--- src/rtl/meter_pkg.sv ---
// Shared definitions for the toggle period meter: state encoding, default
// count width and the absolute-difference helper used by the lock logic.
package meter_pkg;

    // Matches the clock_count width of the LED clock divider.
    localparam int DEFAULT_WIDTH = 26;

    // Width of the absolute-difference helper; callers zero-extend into it.
    localparam int DIFF_W = 64;

    localparam logic [1:0] IDLE    = 2'd0;
    localparam logic [1:0] ARM     = 2'd1;
    localparam logic [1:0] MEASURE = 2'd2;

    // Unsigned |a - b|; operands are zero-extended so no overflow can occur.
    function automatic logic [DIFF_W-1:0] abs_diff(input logic [DIFF_W-1:0] a,
                                                   input logic [DIFF_W-1:0] b);
        return (a >= b) ? (a - b) : (b - a);
    endfunction

endpackage

--- src/rtl/sync_edge_detect.sv ---
// Multi-flop synchronizer for an asynchronous level followed by a
// both-polarity edge detector. Reusable for buttons and similar inputs.
module sync_edge_detect #(
    parameter int SYNC_STAGES = 2
) (
    input  logic clock,
    input  logic reset,
    input  logic async_in,
    output logic level_out,
    output logic edge_out
);

    logic sync_reg [SYNC_STAGES];
    logic prev_reg;

    // Synchronizer chain: stage 0 samples the raw input, later stages shift.
    generate
        for (genvar gi = 0; gi < SYNC_STAGES; gi++) begin : g_sync
            if (gi == 0) begin : g_first
                // First stage captures the asynchronous input.
                always_ff @(posedge clock) begin
                    if (reset) sync_reg[gi] <= 1'b0;
                    else       sync_reg[gi] <= async_in;
                end
            end else begin : g_rest
                // Later stages resolve metastability.
                always_ff @(posedge clock) begin
                    if (reset) sync_reg[gi] <= 1'b0;
                    else       sync_reg[gi] <= sync_reg[gi-1];
                end
            end
        end
    endgenerate

    // Previous sample of the synchronized level for edge detection.
    always_ff @(posedge clock) begin
        if (reset) prev_reg <= 1'b0;
        else       prev_reg <= sync_reg[SYNC_STAGES-1];
    end

    assign level_out = sync_reg[SYNC_STAGES-1];
    assign edge_out  = sync_reg[SYNC_STAGES-1] ^ prev_reg;

endmodule

--- src/rtl/toggle_period_meter.sv ---
// Measures the half-period of a slow toggling input in clock cycles, using
// the divider's clock_count encoding (edges N+1 cycles apart report N).
// Adds a sticky no-edge timeout and a stable-rate lock indicator.
module toggle_period_meter
    import meter_pkg::*;
#(
    parameter int               WIDTH       = DEFAULT_WIDTH,
    parameter int               SYNC_STAGES = 2,
    parameter logic [WIDTH-1:0] TIMEOUT     = {WIDTH{1'b1}},
    parameter int               MATCH_TOL   = 1,
    parameter int               LOCK_COUNT  = 4
) (
    input  logic             clock,
    input  logic             reset,
    input  logic             enable,
    input  logic             sig_in,
    output logic [WIDTH-1:0] half_period,
    output logic             period_valid,
    output logic             timeout,
    output logic             locked
);

    localparam int              MCW    = $clog2(LOCK_COUNT + 1);
    localparam logic [MCW-1:0]  LOCK_M = MCW'(LOCK_COUNT);

    logic             sig_level;
    logic             sig_edge;

    logic [1:0]       state_reg, state_next;
    logic [WIDTH-1:0] count_reg, count_next;
    logic [WIDTH-1:0] half_period_reg, half_period_next;
    logic             period_valid_reg, period_valid_next;
    logic             timeout_reg, timeout_next;
    logic             locked_reg, locked_next;
    logic [MCW-1:0]   match_cnt_reg, match_cnt_next;
    logic             first_reg, first_next;
    logic [WIDTH:0]   diff;

    sync_edge_detect #(
        .SYNC_STAGES(SYNC_STAGES)
    ) u_sync (
        .clock    (clock),
        .reset    (reset),
        .async_in (sig_in),
        .level_out(sig_level),
        .edge_out (sig_edge)
    );

    // Distance between the new measurement and the previous one.
    assign diff = (WIDTH+1)'(abs_diff(DIFF_W'(count_reg), DIFF_W'(half_period_reg)));

    // FSM state register.
    always_ff @(posedge clock) begin
        if (reset) state_reg <= IDLE;
        else       state_reg <= state_next;
    end

    // Next-state logic; enable low always returns to IDLE.
    always_comb begin
        state_next = state_reg;
        if (!enable) begin
            state_next = IDLE;
        end else begin
            case (state_reg)
                IDLE:    state_next = ARM;
                ARM:     if (sig_edge) state_next = MEASURE;
                MEASURE: if (!sig_edge && count_reg == TIMEOUT) state_next = ARM;
                default: state_next = IDLE;
            endcase
        end
    end

    // Datapath next values: counter, measurement, timeout and lock tracking.
    always_comb begin
        count_next        = count_reg;
        half_period_next  = half_period_reg;
        period_valid_next = 1'b0;
        timeout_next      = timeout_reg;
        match_cnt_next    = match_cnt_reg;
        first_next        = first_reg;
        locked_next       = (match_cnt_reg == LOCK_M);
        if (!enable) begin
            count_next     = '0;
            match_cnt_next = '0;
            locked_next    = 1'b0;
        end else begin
            case (state_reg)
                IDLE: begin
                    count_next     = '0;
                    match_cnt_next = '0;
                    locked_next    = 1'b0;
                end
                ARM: begin
                    count_next = '0;
                    // The reference edge starts a fresh run with no predecessor.
                    if (sig_edge) first_next = 1'b1;
                end
                MEASURE: begin
                    if (sig_edge) begin
                        // An edge wins over a simultaneous timeout.
                        half_period_next  = count_reg;
                        period_valid_next = 1'b1;
                        timeout_next      = 1'b0;
                        count_next        = '0;
                        first_next        = 1'b0;
                        if (first_reg)
                            match_cnt_next = '0;
                        else if (diff <= (WIDTH+1)'(MATCH_TOL))
                            match_cnt_next = (match_cnt_reg == LOCK_M) ? LOCK_M
                                                                       : match_cnt_reg + MCW'(1);
                        else
                            match_cnt_next = '0;
                    end else if (count_reg == TIMEOUT) begin
                        timeout_next   = 1'b1;
                        locked_next    = 1'b0;
                        match_cnt_next = '0;
                        count_next     = '0;
                    end else begin
                        count_next = count_reg + WIDTH'(1);
                    end
                end
                default: begin
                    count_next = '0;
                end
            endcase
        end
    end

    // Datapath registers.
    always_ff @(posedge clock) begin
        if (reset) begin
            count_reg        <= '0;
            half_period_reg  <= '0;
            period_valid_reg <= 1'b0;
            timeout_reg      <= 1'b0;
            locked_reg       <= 1'b0;
            match_cnt_reg    <= '0;
            first_reg        <= 1'b0;
        end else begin
            count_reg        <= count_next;
            half_period_reg  <= half_period_next;
            period_valid_reg <= period_valid_next;
            timeout_reg      <= timeout_next;
            locked_reg       <= locked_next;
            match_cnt_reg    <= match_cnt_next;
            first_reg        <= first_next;
        end
    end

    assign half_period  = half_period_reg;
    assign period_valid = period_valid_reg;
    assign timeout      = timeout_reg;
    assign locked       = locked_reg;

endmodule

--- config.mk ---
export PLATFORM = sky130hd
export DESIGN_NAME = toggle_period_meter
export DESIGN_NICKNAME = d
export VERILOG_FILES = /design/src/rtl/meter_pkg.sv /design/src/rtl/sync_edge_detect.sv /design/src/rtl/toggle_period_meter.sv
export SDC_FILE = /design/constraint.sdc
export NUM_CORES = 1
export LEC_CHECK = 0
export CORE_UTILIZATION = 60
export CTS_CLUSTER_DIAMETER = 120
export DETAILED_ROUTE_END_ITERATION = 10
export PLACE_DENSITY = 0.84
export SKIP_LAST_GASP = 1
export SYNTH_ARGS = -nofsm -noshare
export SYNTH_HDL_FRONTEND = slang
export SYNTH_HIERARCHICAL = 1
export SYNTH_SLANG_ARGS = --single-unit
--- constraint.sdc ---
create_clock -name clock -period 5.43 [get_ports clock]
set_input_delay 0.543 -clock clock [delete_from_list [all_inputs] [get_ports clock]]
set_output_delay 0.543 -clock clock [all_outputs]
set_load 0.1 [all_outputs]
Figure 1. Placement by cell class (run 1).
Scale: 4 px per um. Fill, decap, tap and diode cells in gray.
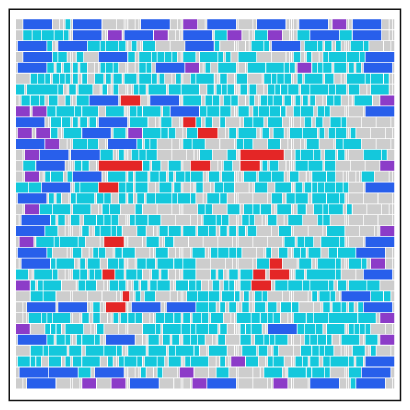
[remaining buffers and delay cells] purple | cells: 32 | share of their area: 5.5%
[combinational and other logic] cyan | cells: 622 | share of their area: 69%
[sequential cells] blue | cells: 64 | share of their area: 22%
[clock drivers and dummy loads] red | cells: 16 | share of their area: 3.8%
area of the core: 8760 um^2
end-of-flow core utilization: 68.6%
total number of placement rows: 34
final standard cell area without fillers: 6010 um^2
flop share of the area: 21.3%

Figure 2. Track usage over the die (run 1).
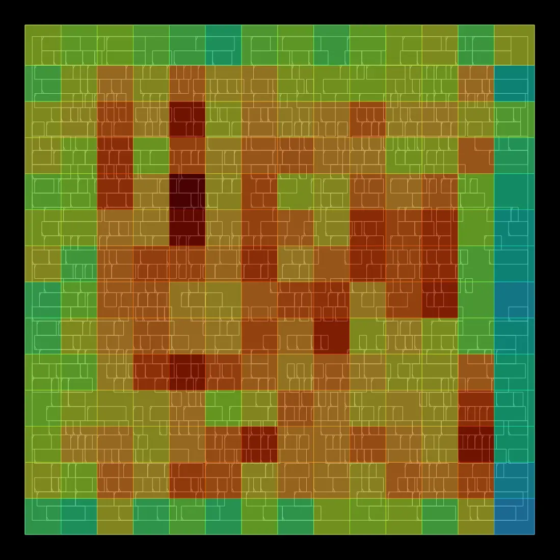
met1 usage: 46.2%
total global routing track utilization: 32.9%

Figure 3. Cells by drive strength (run 1).
Scale: 4 px per um.
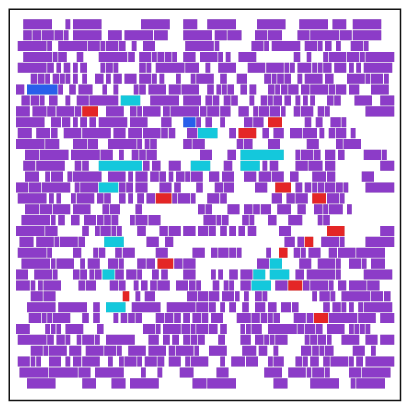
[_2 cells] red | cells: 13
[_6 and larger] cyan | cells: 14
[_3 and _4 cells] blue | cells: 2
[_0 and _1 cells] purple | cells: 705
area added between synthesis and finish: 9.99%
setup slack after layout: 1680 ps
Signal buffers: 32

Figure 4. Signal wires on met3 (run 1).
Scale: 4 px per um.
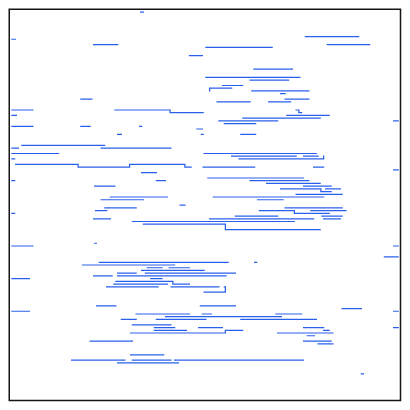
longest straight run: 40.5 um
share of all routed wire: 8.2%
main direction: horizontal

==> flow_summary.html, run 1 <==
<p>Metrics extracted from the flow reports.</p>
<table>
<tr><th>Metric</th><th>Value</th></tr>
<tr><th colspan="2">Routing</th></tr>
<tr><td>Final routed wirelength across all metal layers</td><td>15800 um</td></tr>
<tr><td>Iteration-0 DRC Markers</td><td>462</td></tr>
<tr><td>Post-route ant nets</td><td>0</td></tr>
<tr><td>Drt first pass iters</td><td>6</td></tr>
<tr><td>Final routed DRC violation total</td><td>0</td></tr>
<tr><th colspan="2">Power</th></tr>
<tr><td>Seq group</td><td>0.000472 W</td></tr>
<tr><td>Power of the combinational group</td><td>0.0000172 W</td></tr>
<tr><td>Total clock network power</td><td>0.000483 W</td></tr>
<tr><td>Reported leakage power</td><td>2.39 nW</td></tr>
<tr><td>Pwr dens</td><td>162 nW/um^2</td></tr>
<tr><td>Net switching power</td><td>0.000233 W</td></tr>
<tr><td>Sequential fraction of design power</td><td>48.5%</td></tr>
<tr><td>Power, Total</td><td>0.000972 W</td></tr>
<tr><th colspan="2">Place</th></tr>
<tr><td>Final weighted congestion in routability-driven placement</td><td>0.984</td></tr>
<tr><td>Total half-perimeter wirelength after legalization and detailed placement</td><td>11900 um</td></tr>
<tr><th colspan="2">Critical path</th></tr>
<tr><td>Setup crit start kind</td><td>register</td></tr>
<tr><td>Number of cells on the worst reg-to-reg path</td><td>11</td></tr>
<tr><td>Cell-by-cell listing of the critical path</td><td>inv_1 -&gt; ha_1 -&gt; nand4_1 -&gt; or4_1 -&gt; o211ai_2 -&gt; nor3_2 -&gt; a211oi_2 -&gt; a221oi_1 -&gt; nor4_1 -&gt; and4_1 -&gt; a32o_2</td></tr>
<tr><td>Slowest cell on crit path</td><td>sky130_fd_sc_hd__or4_1</td></tr>
<tr><td>Largest stage delay on the critical path</td><td>670 ps</td></tr>
<tr><td>Worst flop-to-flop path endpoint</td><td>match_cnt_reg[0]</td></tr>
<tr><th colspan="2">GRT</th></tr>
<tr><td>Overflow left after global routing</td><td>0</td></tr>
<tr><td>Global-route wire length before repair</td><td>25000 um</td></tr>
<tr><th colspan="2">STA</th></tr>
<tr><td>Remaining max-slew budget at the tightest pin</td><td>14.4%</td></tr>
<tr><td>Achievable Freq</td><td>0.266 GHz</td></tr>
<tr><th colspan="2">Clocking</th></tr>
<tr><td>Root buffer cell</td><td>sky130_fd_sc_hd__clkbuf_8</td></tr>
<tr><td>Clock edge transition at the registers on the reported setup and hold paths</td><td>80 ps</td></tr>
<tr><td>Setup fix buffers added after clock tree synthesis</td><td>0</td></tr>
<tr><td>Hold buffer count at CTS</td><td>0</td></tr>
<tr><td>Number of H-tree levels</td><td>3</td></tr>
<tr><th colspan="2">Min path</th></tr>
<tr><td>Worst Hold End</td><td>u_sync/sync_reg[1]</td></tr>
<tr><td>Worst hold path depth</td><td>1</td></tr>
<tr><td>Hold Path Origin</td><td>u_sync/sync_reg[0]</td></tr>
<tr><td>Hold/Removal Path Class</td><td>register to register</td></tr>
<tr><th colspan="2">Yosys</th></tr>
<tr><td>Most common library cells after synthesis</td><td>70 x sky130_fd_sc_hd__inv_1, 65 x sky130_fd_sc_hd__a21oi_1, 64 x sky130_fd_sc_hd__dfxtp_1</td></tr>
<tr><td>Share of flip-flops with an asynchronous set or reset</td><td>0%</td></tr>
<tr><td>Most used standard cell by instance count after synthesis</td><td>sky130_fd_sc_hd__inv_1</td></tr>
<tr><td>Post-synth tally of flip-flops with integrated enable</td><td>0</td></tr>
<tr><td>Post-synthesis chip area from yosys</td><td>5460 um^2</td></tr>
<tr><td>Yosys stat cell total</td><td>716</td></tr>
<tr><td>Per-instance average area after synthesis</td><td>7.63 um^2</td></tr>
<tr><td>Unique cell type count in the Yosys netlist</td><td>65</td></tr>
<tr><td>Post-synth seq share</td><td>23.5%</td></tr>
<tr><th colspan="2">Final layout</th></tr>
<tr><td>Most common logic cells in the final layout</td><td>70 x sky130_fd_sc_hd__inv_1, 65 x sky130_fd_sc_hd__a21oi_1, 64 x sky130_fd_sc_hd__dfxtp_1</td></tr>
<tr><td>Most frequently placed logic cell in the final layout</td><td>sky130_fd_sc_hd__inv_1</td></tr>
<tr><td>Non-filler cells in the finished layout</td><td>842</td></tr>
<tr><th colspan="2">Outcome</th></tr>
<tr><td>Result of the run</td><td>complete, no violations</td></tr>
<tr><th colspan="2">Floorplanning</th></tr>
<tr><td>Chip area</td><td>9490 um^2</td></tr>
</table>
-- run 1: critical path: cells and delay by family, from the launching register on --
kind,cells,cell delay [ps]
AOI/OAI and AO/OA,4,880
adders and majority gates,1,540
buffers and inverters,1,70
DFF,1,410
and+or+nand+nor,5,1810
-- run 1: final cells by class --
cell class                 instances  area [um^2]  area share, %
clock buffer                       9          124           2.06
clock inverter                     7          100           1.67
inverter                          70          263           4.37
multi-input combinational        552         3780           63.0
sequential                        64         1280           21.3
tap                              108          135           2.25
timing repair buffer              32          320           5.33
-- run 1: logic make-up after synthesis --
group / after synthesis / synth area share [%]
AOI/OAI and AO/OA: 222 / 27.1
and+or+nand+nor: 215 / 19.1
muxes: 5 / 0.962
xor gates and xnor gates: 53 / 8.50
buffers and inverters: 100 / 7.54
DFF: 64 / 23.5
adders and majority gates: 57 / 13.3
-- run 1: metal layers --
layer | vias up | routed length, um
met3 | 22 | 1280
met4 | 0 | 230
met1 | 2547 | 7280
li1 | 2583 | -
met5 | - | 0
met2 | 231 | 6970
-- run 1: worst max path at each step --
| stage | start | to | slack [ps] |
|---|---|---|---|
| 2_1_floorplan | half_period[1] | match_cnt_reg[0] | 1610 |
| 3_3_place_gp | half_period[10] | match_cnt_reg[0] | 1850 |
| 3_5_place_dp | half_period[4] | match_cnt_reg[0] | 1770 |
| 4_1_cts | half_period[4] | match_cnt_reg[0] | 1740 |
| 5_1_grt | half_period[15] | match_cnt_reg[0] | 1400 |
| 6_report | half_period[15] | match_cnt_reg[0] | 1680 |
## Run 2: what changed since run 1
--- a/config.mk
+++ b/config.mk
@@ -5,10 +5,10 @@
 export SDC_FILE = /design/constraint.sdc
 export NUM_CORES = 1
 export LEC_CHECK = 0
-export CORE_UTILIZATION = 60
+export CORE_UTILIZATION = 55
 export CTS_CLUSTER_DIAMETER = 120
 export DETAILED_ROUTE_END_ITERATION = 10
-export PLACE_DENSITY = 0.84
+export PLACE_DENSITY = 0.82
 export SKIP_LAST_GASP = 1
 export SYNTH_ARGS = -nofsm -noshare
 export SYNTH_HDL_FRONTEND = slang
==> constraint.sdc (replaced) <==
create_clock -name clock -period 3.1 [get_ports clock]
set_input_delay 0.31 -clock clock [delete_from_list [all_inputs] [get_ports clock]]
set_output_delay 0.31 -clock clock [all_outputs]
set_load 0.1 [all_outputs]
Figure 5. Cells by drive strength (run 2).
Scale: 4 px per um.
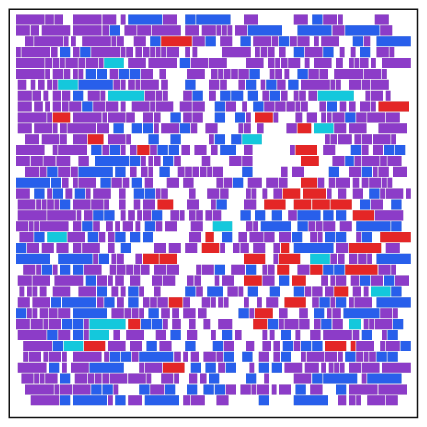
[_0 and _1 cells] purple | cells: 642
[_6 and larger] cyan | cells: 14
[_2 cells] red | cells: 42
[_3 and _4 cells] blue | cells: 210

==> flow_summary.html, run 2 <==
<p>Metrics extracted from the flow reports.</p>
<table>
<tr><th>Metric</th><th>Value</th></tr>
<tr><th colspan="2">STA</th></tr>
<tr><td>Remaining max-slew budget at the tightest pin</td><td>34.7%</td></tr>
<tr><td>Setup slack after layout</td><td>-175 ps</td></tr>
<tr><td>Final setup vio count</td><td>3</td></tr>
<tr><th colspan="2">Final layout</th></tr>
<tr><td>Area added between synthesis and finish</td><td>39.5%</td></tr>
<tr><td>End-of-flow core utilization</td><td>78.7%</td></tr>
<tr><td>Flip-flops</td><td>64</td></tr>
<tr><td>Final standard cell area without fillers</td><td>7620 um^2</td></tr>
<tr><td>Top cell class by occupied area</td><td>combinational gates</td></tr>
<tr><td>Signal buffers</td><td>206</td></tr>
<tr><td>Most common logic cells in the final layout</td><td>177 x sky130_fd_sc_hd__buf_4, 68 x sky130_fd_sc_hd__inv_1, 62 x sky130_fd_sc_hd__nor2_1</td></tr>
<tr><td>Fraction of cell area in non-clock buffers</td><td>21.2%</td></tr>
<tr><th colspan="2">Min path</th></tr>
<tr><td>Hold Path Origin</td><td>u_sync/sync_reg[0]</td></tr>
<tr><td>Hold/Removal Path Class</td><td>register to register</td></tr>
<tr><th colspan="2">Routing</th></tr>
<tr><td>Final routed DRC violation total</td><td>0</td></tr>
<tr><td>Iteration-0 DRC Markers</td><td>398</td></tr>
<tr><th colspan="2">Outcome</th></tr>
<tr><td>Failing checks</td><td>setup timing</td></tr>
<tr><td>Result of the run</td><td>finished, violations left</td></tr>
<tr><th colspan="2">Critical path</th></tr>
<tr><td>Number of cells on the worst reg-to-reg path</td><td>14</td></tr>
<tr><th colspan="2">Floorplanning</th></tr>
<tr><td>Area of the core</td><td>9680 um^2</td></tr>
<tr><th colspan="2">Yosys</th></tr>
<tr><td>Per-instance average area after synthesis</td><td>7.63 um^2</td></tr>
<tr><th colspan="2">Power</th></tr>
<tr><td>Reported leakage power</td><td>3.28 nW</td></tr>
</table>
==> run 2: cell count changes in the layout (fill, tap and decap cells not counted), sizes merged <==
| cell | previous run | this run |
|---|---|---|
| buf | 0 | 177 |
| clkbuf | 9 | 13 |
| clkdlybuf4s50 | 32 | 29 |
| bufinv | 2 | 0 |
| inv | 73 | 71 |
| clkinv | 2 | 1 |
| clkinvlp | 0 | 1 |
==> run 2: power by group <==
part,internal [W],switching [W]
Combinational,0.0000125,0.0000226
Sequential,0.000803,0.00000243
Clock,0.000463,0.000386
Total,0.00128,0.000411
==> run 2: kinds of logic after synthesis <==
| kind of cell | Yosys count | share of synthesized area, % |
|---|---|---|
| adders and majority gates | 57 | 13.3 |
| and+or+nand+nor | 215 | 19.1 |
| buffers and inverters | 100 | 7.54 |
| AOI/OAI and AO/OA | 222 | 27.1 |
| DFF | 64 | 23.5 |
| muxes | 5 | 0.962 |
| xor gates and xnor gates | 53 | 8.50 |
==> run 2: routing by layer <==
metal  GRT usage (%)  up-vias  wire (um)  share of wire [%]
li1                -     2946          -                  -
met1            47.0     2965       8280                 43
met3            7.59       46       1140                6.0
met5               0        -          0                  0
met2            64.1      234       9110                 48
met4            17.8        0        597                3.1
==> run 2: worst max-delay path by stage <==
stage,cells after the start,endpoint
4_1_cts,14,match_cnt_reg[0]
5_1_grt,14,match_cnt_reg[0]
3_3_place_gp,16,match_cnt_reg[0]
3_5_place_dp,16,match_cnt_reg[0]
2_1_floorplan,12,match_cnt_reg[0]
6_report,14,match_cnt_reg[0]
==> run 2: what timing repair did <==
item                                   CTS  global route
gates cloned                             0             0
resized                                  6            29
pin swaps                                9            12
setup endpoints to repair                3             3
buffers inserted                         3             0
endpoints found under the hold margin    0             0
## Run 3: what changed since run 2
--- a/config.mk
+++ b/config.mk
@@ -5,10 +5,10 @@
 export SDC_FILE = /design/constraint.sdc
 export NUM_CORES = 1
 export LEC_CHECK = 0
-export CORE_UTILIZATION = 55
+export CORE_UTILIZATION = 60
 export CTS_CLUSTER_DIAMETER = 120
 export DETAILED_ROUTE_END_ITERATION = 10
-export PLACE_DENSITY = 0.82
+export PLACE_DENSITY = 0.84
 export SKIP_LAST_GASP = 1
 export SYNTH_ARGS = -nofsm -noshare
 export SYNTH_HDL_FRONTEND = slang
==> constraint.sdc (replaced) <==
create_clock -name clock -period 4.25 [get_ports clock]
set_input_delay 0.425 -clock clock [delete_from_list [all_inputs] [get_ports clock]]
set_output_delay 0.425 -clock clock [all_outputs]
set_load 0.1 [all_outputs]
Figure 6. Logic cells by family (run 3).
Scale: 4 px per um.
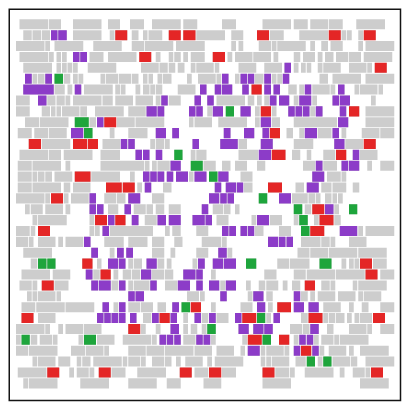
[non-inverting ao/oa cells] red | cells: 54 | most used: a22o_1 | where: widely spread
[and/or cells] green | cells: 24 | most used: and3_1
[aoi and oai cells] purple | cells: 168 | most used: a21oi_1

==> flow_summary.html, run 3 <==
<p>Metrics extracted from the flow reports.</p>
<table>
<tr><th>Metric</th><th>Value</th></tr>
<tr><th colspan="2">Floorplanning</th></tr>
<tr><td>Total number of placement rows</td><td>34</td></tr>
<tr><td>Area of the core</td><td>8760 um^2</td></tr>
<tr><th colspan="2">GRT</th></tr>
<tr><td>Total global routing track utilization</td><td>33.8%</td></tr>
<tr><td>GR Util met2</td><td>52.7%</td></tr>
<tr><td>Overflow left after global routing</td><td>0</td></tr>
<tr><td>Met3 Use GR</td><td>6.12%</td></tr>
<tr><td>Top Usage Layer GRT</td><td>met2</td></tr>
<tr><th colspan="2">Yosys</th></tr>
<tr><td>Per-instance average area after synthesis</td><td>7.63 um^2</td></tr>
<tr><td>Yosys stat cell total</td><td>716</td></tr>
<tr><td>Most used standard cell by instance count after synthesis</td><td>sky130_fd_sc_hd__inv_1</td></tr>
<tr><td>Share of flip-flops with an asynchronous set or reset</td><td>0%</td></tr>
<tr><td>Post-synthesis chip area from yosys</td><td>5460 um^2</td></tr>
<tr><th colspan="2">Outcome</th></tr>
<tr><td>Result of the run</td><td>complete, no violations</td></tr>
<tr><th colspan="2">Critical path</th></tr>
<tr><td>Slowest cell on crit path</td><td>sky130_fd_sc_hd__or4_1</td></tr>
<tr><td>Critical path buffers and inverters</td><td>1</td></tr>
<tr><td>Setup crit start kind</td><td>register</td></tr>
<tr><td>Cell-by-cell listing of the critical path</td><td>inv_1 -&gt; ha_1 -&gt; nand4_1 -&gt; or4_1 -&gt; o21ai_0 -&gt; or2_2 -&gt; xor2_1 -&gt; a2111oi_0 -&gt; o32ai_1 -&gt; nor4_1 -&gt; and4_1 -&gt; a32o_2</td></tr>
<tr><td>Largest stage delay on the critical path</td><td>650 ps</td></tr>
<tr><th colspan="2">Min path</th></tr>
<tr><td>Hold/Removal Path Class</td><td>register to register</td></tr>
<tr><th colspan="2">STA</th></tr>
<tr><td>Setup slack after layout</td><td>478 ps</td></tr>
<tr><th colspan="2">Place</th></tr>
<tr><td>Total half-perimeter wirelength after legalization and detailed placement</td><td>12100 um</td></tr>
<tr><th colspan="2">Power</th></tr>
<tr><td>Reported leakage power</td><td>2.42 nW</td></tr>
<tr><th colspan="2">Final layout</th></tr>
<tr><td>Most common logic cells in the final layout</td><td>70 x sky130_fd_sc_hd__inv_1, 65 x sky130_fd_sc_hd__a21oi_1, 64 x sky130_fd_sc_hd__dfxtp_1</td></tr>
<tr><td>Most frequently placed logic cell in the final layout</td><td>sky130_fd_sc_hd__inv_1</td></tr>
<tr><th colspan="2">Routing</th></tr>
<tr><td>Post-route ant nets</td><td>0</td></tr>
<tr><td>Final routed DRC violation total</td><td>0</td></tr>
<tr><th colspan="2">Clocking</th></tr>
<tr><td>CTS-repair resized insts</td><td>0</td></tr>
<tr><td>Clock edge transition at the registers on the reported setup and hold paths</td><td>90 ps</td></tr>
</table>
run 3: cell counts after synthesis:
Identical to the previous run, type by type.
run 3: metrics by stage:
step | power (W) | instances
after global placement | 0.000637 | 830
final | 0.00132 | 846
after floorplan | 0.000629 | 716
after detailed placement | 0.000639 | 830
after CTS | 0.00132 | 846
after global routing | 0.00135 | 846
run 3: area by class of cell:
type	instances	area, um^2	area share [%]
Clock buffer	9	124	2.04
Clock inverter	7	125	2.06
Timing Repair Buffer	36	350	5.78
Inverter	70	263	4.33
Tap cell	108	135	2.23
Sequential cell	64	1280	21.1
Multi-Input combinational cell	552	3780	62.4
run 3: cell families (layout without fill, tap and decap cells):
family	count (synthesis)	count (layout)	synth area share, %
adders and majority gates	57	57	13.3
AOI/OAI and AO/OA	222	222	27.1
and+or+nand+nor	215	215	19.1
buffers and inverters	100	122	7.54
xor gates and xnor gates	53	53	8.50
muxes	5	5	0.962
DFF	64	64	23.5
run 3: path summary, 6_finish.rpt:
check	to	start	slack (ps)	depth (start not counted)
worst max register to register	match_cnt_reg[0]	half_period[11]	480	12
worst max-delay path	match_cnt_reg[0]	half_period[11]	480	12
worst min-delay path	u_sync/sync_reg[1]	u_sync/sync_reg[0]	450	1
worst min register to register	u_sync/sync_reg[1]	u_sync/sync_reg[0]	450	1
run 3: power breakdown:
part,switching (W),total [W],internal [W]
Sequential,0.00000166,0.000603,0.000601
Combinational,0.0000152,0.0000222,0.00000701
Clock,0.000294,0.000692,0.000398
Total,0.000311,0.00132,0.00101
run 3: per-layer routing:
layer / part of all wire [%] / vias to the layer above
li1: - / 2591
met1: 47 / 2586
met2: 44 / 242
met3: 7.7 / 25
met4: 1.9 / 0
met5: 0 / -
No activity file was given, so power comes from the tool's default toggle rates.
